<file path="config.mk">
export PLATFORM = sky130hd
export DESIGN_NAME = instr_fetch_unit
export DESIGN_NICKNAME = d
export VERILOG_FILES = /design/src/rtl/riscv_pkg.sv /design/src/rtl/instr_fetch_unit.sv
export SDC_FILE = /design/constraint.sdc
export NUM_CORES = 1
export LEC_CHECK = 0
export CAP_MARGIN = 0
export CELL_PAD_IN_SITES_DETAIL_PLACEMENT = 1
export CELL_PAD_IN_SITES_GLOBAL_PLACEMENT = 2
export CORE_AREA = 2 2 184 114
export DETAILED_ROUTE_END_ITERATION = 8
export DIE_AREA = 0 0 186 116
export GPL_TIMING_DRIVEN = 1
export PLACE_DENSITY_LB_ADDON = 0.08
export SYNTH_ARGS = -nofsm -noshare
export SYNTH_HDL_FRONTEND = slang
export SYNTH_SLANG_ARGS = --single-unit
</file>
<file path="constraint.sdc">
create_clock -name clk -period 2.4 [get_ports clk]
set_clock_uncertainty 0.15 [all_clocks]
set_input_delay 0.48 -clock clk [delete_from_list [all_inputs] [get_ports clk]]
set_output_delay 0.48 -clock clk [all_outputs]
set_load 0.02 [all_outputs]
</file>
<file path="src/rtl/riscv_pkg.sv">
// Shared RISC-V fetch/decode definitions: fetch FSM states, default widths,
// reset PC, the canonical NOP and the base-ISA major opcodes.
package riscv_pkg;

  localparam int          XLEN_DEFAULT     = 32;
  localparam logic [31:0] RESET_PC_DEFAULT = 32'h0000_0000;
  localparam logic [31:0] NOP_INSTR        = 32'h0000_0013;

  localparam logic [6:0] OPC_LOAD   = 7'b0000011;
  localparam logic [6:0] OPC_OP_IMM = 7'b0010011;
  localparam logic [6:0] OPC_AUIPC  = 7'b0010111;
  localparam logic [6:0] OPC_STORE  = 7'b0100011;
  localparam logic [6:0] OPC_OP     = 7'b0110011;
  localparam logic [6:0] OPC_LUI    = 7'b0110111;
  localparam logic [6:0] OPC_BRANCH = 7'b1100011;
  localparam logic [6:0] OPC_JALR   = 7'b1100111;
  localparam logic [6:0] OPC_JAL    = 7'b1101111;
  localparam logic [6:0] OPC_SYSTEM = 7'b1110011;

  typedef enum logic [2:0] {
    S_IDLE,
    S_REQ,
    S_WAIT,
    S_HOLD,
    S_DRAIN,
    S_HALT
  } fetch_state_t;

endpackage

</file>
<file path="src/rtl/instr_fetch_unit.sv">
// Single-outstanding instruction fetch unit: requests one word, holds it for
// decode, then advances the PC or follows a redirect.
module instr_fetch_unit
  import riscv_pkg::*;
#(
  parameter int              XLEN     = XLEN_DEFAULT,
  parameter logic [XLEN-1:0] RESET_PC = XLEN'(RESET_PC_DEFAULT)
) (
  input  logic            clk,
  input  logic            rst_n,
  output logic            imem_req,
  output logic [XLEN-1:0] imem_addr,
  input  logic            imem_gnt,
  input  logic            imem_rvalid,
  input  logic [XLEN-1:0] imem_rdata,
  output logic            instr_valid,
  input  logic            instr_ready,
  output logic [XLEN-1:0] instr,
  output logic [6:0]      opcode,
  output logic [XLEN-1:0] pc,
  output logic [XLEN-1:0] pc_plus4,
  input  logic            redirect_valid,
  input  logic [XLEN-1:0] redirect_pc,
  output logic            misaligned_err
);

  fetch_state_t    state_q, state_d;
  logic [XLEN-1:0] pc_q, pc_d;
  logic [XLEN-1:0] instr_q, instr_d;
  logic            err_q, err_d;
  logic            redir_ok, redir_bad;

  function automatic logic [XLEN-1:0] pc_inc(input logic [XLEN-1:0] a);
    return a + XLEN'(4);
  endfunction

  assign redir_ok  = redirect_valid && (redirect_pc[1:0] == 2'b00);
  assign redir_bad = redirect_valid && (redirect_pc[1:0] != 2'b00);

  always_ff @(posedge clk or negedge rst_n) begin
    if (!rst_n) begin
      state_q <= S_IDLE;
      pc_q    <= RESET_PC;
      instr_q <= XLEN'(NOP_INSTR);
      err_q   <= 1'b0;
    end else begin
      state_q <= state_d;
      pc_q    <= pc_d;
      instr_q <= instr_d;
      err_q   <= err_d;
    end
  end

  always_comb begin
    state_d = state_q;
    pc_d    = pc_q;
    instr_d = instr_q;
    err_d   = err_q;
    if (state_q != S_HALT && redir_bad) begin
      state_d = S_HALT;
      err_d   = 1'b1;
    end else begin
      if (state_q != S_HALT && redir_ok)
        pc_d = redirect_pc;
      case (state_q)
        S_IDLE: state_d = S_REQ;
        S_REQ: begin
          // A redirect accepted alongside gnt still leaves one response in flight
          if (imem_gnt)
            state_d = redir_ok ? S_DRAIN : S_WAIT;
        end
        S_WAIT: begin
          if (redir_ok)
            state_d = imem_rvalid ? S_REQ : S_DRAIN;
          else if (imem_rvalid) begin
            instr_d = imem_rdata;
            state_d = S_HOLD;
          end
        end
        S_HOLD: begin
          if (redir_ok)
            state_d = S_REQ;
          else if (instr_ready) begin
            pc_d    = pc_inc(pc_q);
            state_d = S_REQ;
          end
        end
        S_DRAIN: begin
          if (imem_rvalid)
            state_d = S_REQ;
        end
        S_HALT:  state_d = S_HALT;
        default: state_d = S_IDLE;
      endcase
    end
  end

  assign imem_req       = (state_q == S_REQ);
  assign imem_addr      = pc_q;
  assign instr_valid    = (state_q == S_HOLD);
  assign instr          = instr_q;
  assign opcode         = instr_q[6:0];
  assign pc             = pc_q;
  assign pc_plus4       = pc_inc(pc_q);
  assign misaligned_err = err_q;

endmodule

</file>
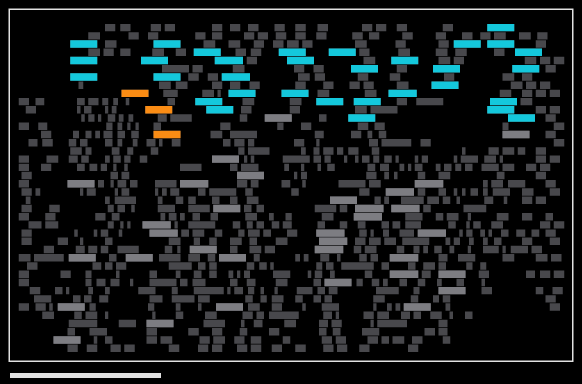
*Where the registers sit*
Bar = 50 um.
| colour | netlist name | placed flops |
|---|---|---|
| cyan | instr | 32 |
| orange | state_q | 3 |

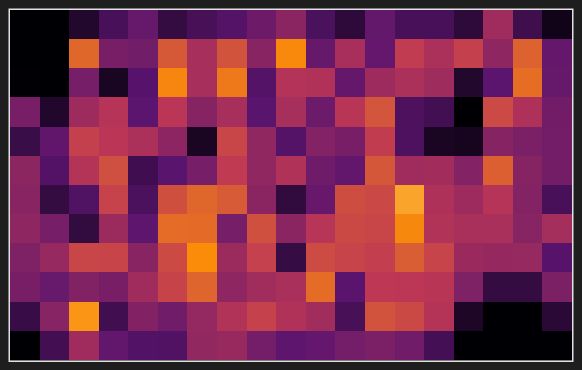
*Local utilization*
19 x 12 tiles, from black (low) to pale yellow (high), 0 to 100% covered.
tiles over 75% full: 0.90%
fullest tile: 80%
nearly empty tiles: 6.1%
mean over tiles: 36%

==> flow_summary.json <==
{
  "status": "finished with violations",
  "violations": "setup timing",
  "nets": 790,
  "power.leakage_nw": 3.48,
  "worstPathArrival_ns": 2.29,
  "syn2layout_area_growth_pct": 94.8,
  "worstSetupPathType": "flip-flop to output pin",
  "synth_seq_share": 0.413,
  "worst_pin_slew_ns": 0.456,
  "rsz0062_at_grt": "true",
  "required_ns": 1.77,
  "max_freq_mhz": 343,
  "ys_cells": 430,
  "row_count": 40,
  "place.gp.congestion": 0.786,
  "cts.htree.levels": 3,
  "combinationalPowerShare": 0.672,
  "setup_slack_ns": -0.517,
  "clkLatencyLatePin_ns": 0.34,
  "ys_types": 59,
  "cts_inserted_buffers": 9,
  "synth-edff-count": 0,
  "place_ws_ns": -0.616,
  "synthFlopType": "dfrtp_1",
  "portBuffers": 207,
  "slew_viol_final": 0,
  "ios": 208,
  "vdd_drop_max_mv": 0.518,
  "hold_violations": 0,
  "clkPwrFrac": 0.131,
  "drt_pass1_iterations": 4,
  "cts_sinks": 68,
  "r2r_end": "imem_addr[28]$_DFFE_PN0N_",
  "end_kind": "output pin",
  "switchingPower_w": 0.00451,
  "ant_nets": 0,
  "die_h_um": 116,
  "dr.first_iter.drc_count": 119,
  "fin_crit_ns": 2.92,
  "cts_hold_buf": 1,
  "antenna_found_initial": 0,
  "die-width_um": 186,
  "async_flop_share": 1.00,
  "diodes": 0,
  "vias": 4312,
  "fin_setup_tns_ns": -6.54,
  "viasPerCell": 4.32,
  "cp_max_fo": 6,
  "wl_per_cell_um": 17.7,
  "setup_viol": 19,
  "mappedNetlistArea_um2": 4130,
  "finalClockPeriodUsage": 1.22,
  "avgSynthCellArea_um2": 9.59,
  "cts_root_buffer": "clkbuf_16",
  "yosysWarningCount": 0,
  "min_from": "misaligned_err$_DFFE_PN0P_",
  "start_kind": "flip-flop",
  "cts_max_path_buffers": 2,
  "hold_path_class": "flip-flop to flip-flop",
  "final_core_util": 0.407,
  "p_per_area_nw_per_um2": 1310,
  "overflow": 0
}
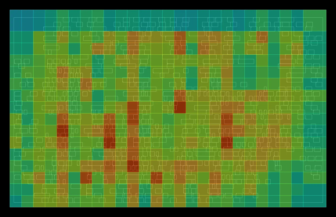
*Track usage over the die*
grt met3 use: 0.0330
gr busiest metal: met2

==> synthesized netlist by cell type, types with 5 or more instances <==
cell      number  area [um^2]
dfrtp_1       65         1630
buf_4         41          308
nor2_1        40          150
nand2_1       37          139
mux2_2        31          349
a21oi_1       19         95.1
clkbuf_1      18         67.6
xnor2_1       17          149
a311oi_1      12          105
and2_1        12         75.1
o21ai_0       12         60.1
o22ai_1       12         75.1
xor2_1        11         96.3
nand3_1        9         45.0
nand4_1        8         50.1
nor3_1         8         40.0
and3_1         6         37.5
inv_1          6         22.5
buf_2          5         25.0
==> cell usage in the layout, fill, tap and decap left out, drive strengths merged, types with 11 or more instances in the layout <==
cell type,count
a21oi,19
o22ai,12
xor2,11
a311oi,12
nor2,40
clkdlybuf4s50,173
buf,162
nand2,37
o21ai,12
xnor2,17
dfrtp,65
and2,12
clkbuf,14
mux2,32
==> through the flow <==
stage	cells	cell area [um^2]	total power, W
finish	997	8040	0.0105
CTS	993	7900	0.0105
detailed placement	954	7240	0.00879
global placement	954	7240	0.00872
floorplan	430	4340	0.00554
global route	997	8040	0.0111
==> metal layers <==
layer | up-vias | GRT usage | wire length, um
li1 | 2059 | - | -
met2 | 106 | 0.248 | 7710
met5 | - | 0 | 0
met1 | 2137 | 0.244 | 9060
met3 | 10 | 0.0330 | 705
met4 | 0 | 0.0425 | 169
==> kinds of logic after synthesis <==
group	after synthesis	synth area share
fa+ha+maj	1	0.00303
xor+xnor	28	0.0594
buf+inv	72	0.106
flops	68	0.413
simple gates	154	0.204
compound gates	73	0.122
mux	34	0.0922
==> worst max path at each step <==
stage,from,end,cells after the start,slack (ns)
6_report,imem_addr[17]$_DFFE_PN0N_,pc_plus4[30],7,-0.52
5_1_grt,imem_addr[17]$_DFFE_PN0N_,pc_plus4[30],7,-0.59
4_1_cts,imem_addr[17]$_DFFE_PN0N_,pc_plus4[29],7,-0.57
3_5_place_dp,redirect_valid,imem_addr[8]$_DFFE_PN0N_,7,-0.62
3_3_place_gp,imem_addr[16]$_DFFE_PN0N_,pc_plus4[26],5,-0.56
2_1_floorplan,imem_addr[19]$_DFFE_PN0N_,pc_plus4[27],5,-0.19
==> final cells by class <==
class	count	area, um^2
fillers	2178	11700
repair buffers	344	3250
multi-input cells	290	2400
flip-flops and latches	68	1720
well taps	273	342
clock buffers	12	256
clock inverters	4	47.5
inverters	6	22.5
==> power by group through the flow <==
stage | combinational [W] | sequential (W) | clock (W)
2_1_floorplan | 0.00269 | 0.00286 | 0
5_1_grt | 0.00753 | 0.00215 | 0.00147
3_5_place_dp | 0.00670 | 0.00209 | 0
6_report | 0.00707 | 0.00208 | 0.00138
3_3_place_gp | 0.00666 | 0.00206 | 0
4_1_cts | 0.00698 | 0.00208 | 0.00142
==> worst max-delay path, stage by stage, from the launching register on <==
cell	delay, ns
dfrtp_2	0.39
nand4_4	0.11
or4_4	0.60
buf_12	0.17
nor4_4	0.17
and2_4	0.23
xor2_4	0.15
buf_6	0.13
==> registers in the layout (all words and copies together), names as in the netlist <==
signal / flops
imem_addr: 32
instr: 32
state_q: 3
misaligned_err: 1
Power and IR drop assume default switching activity.
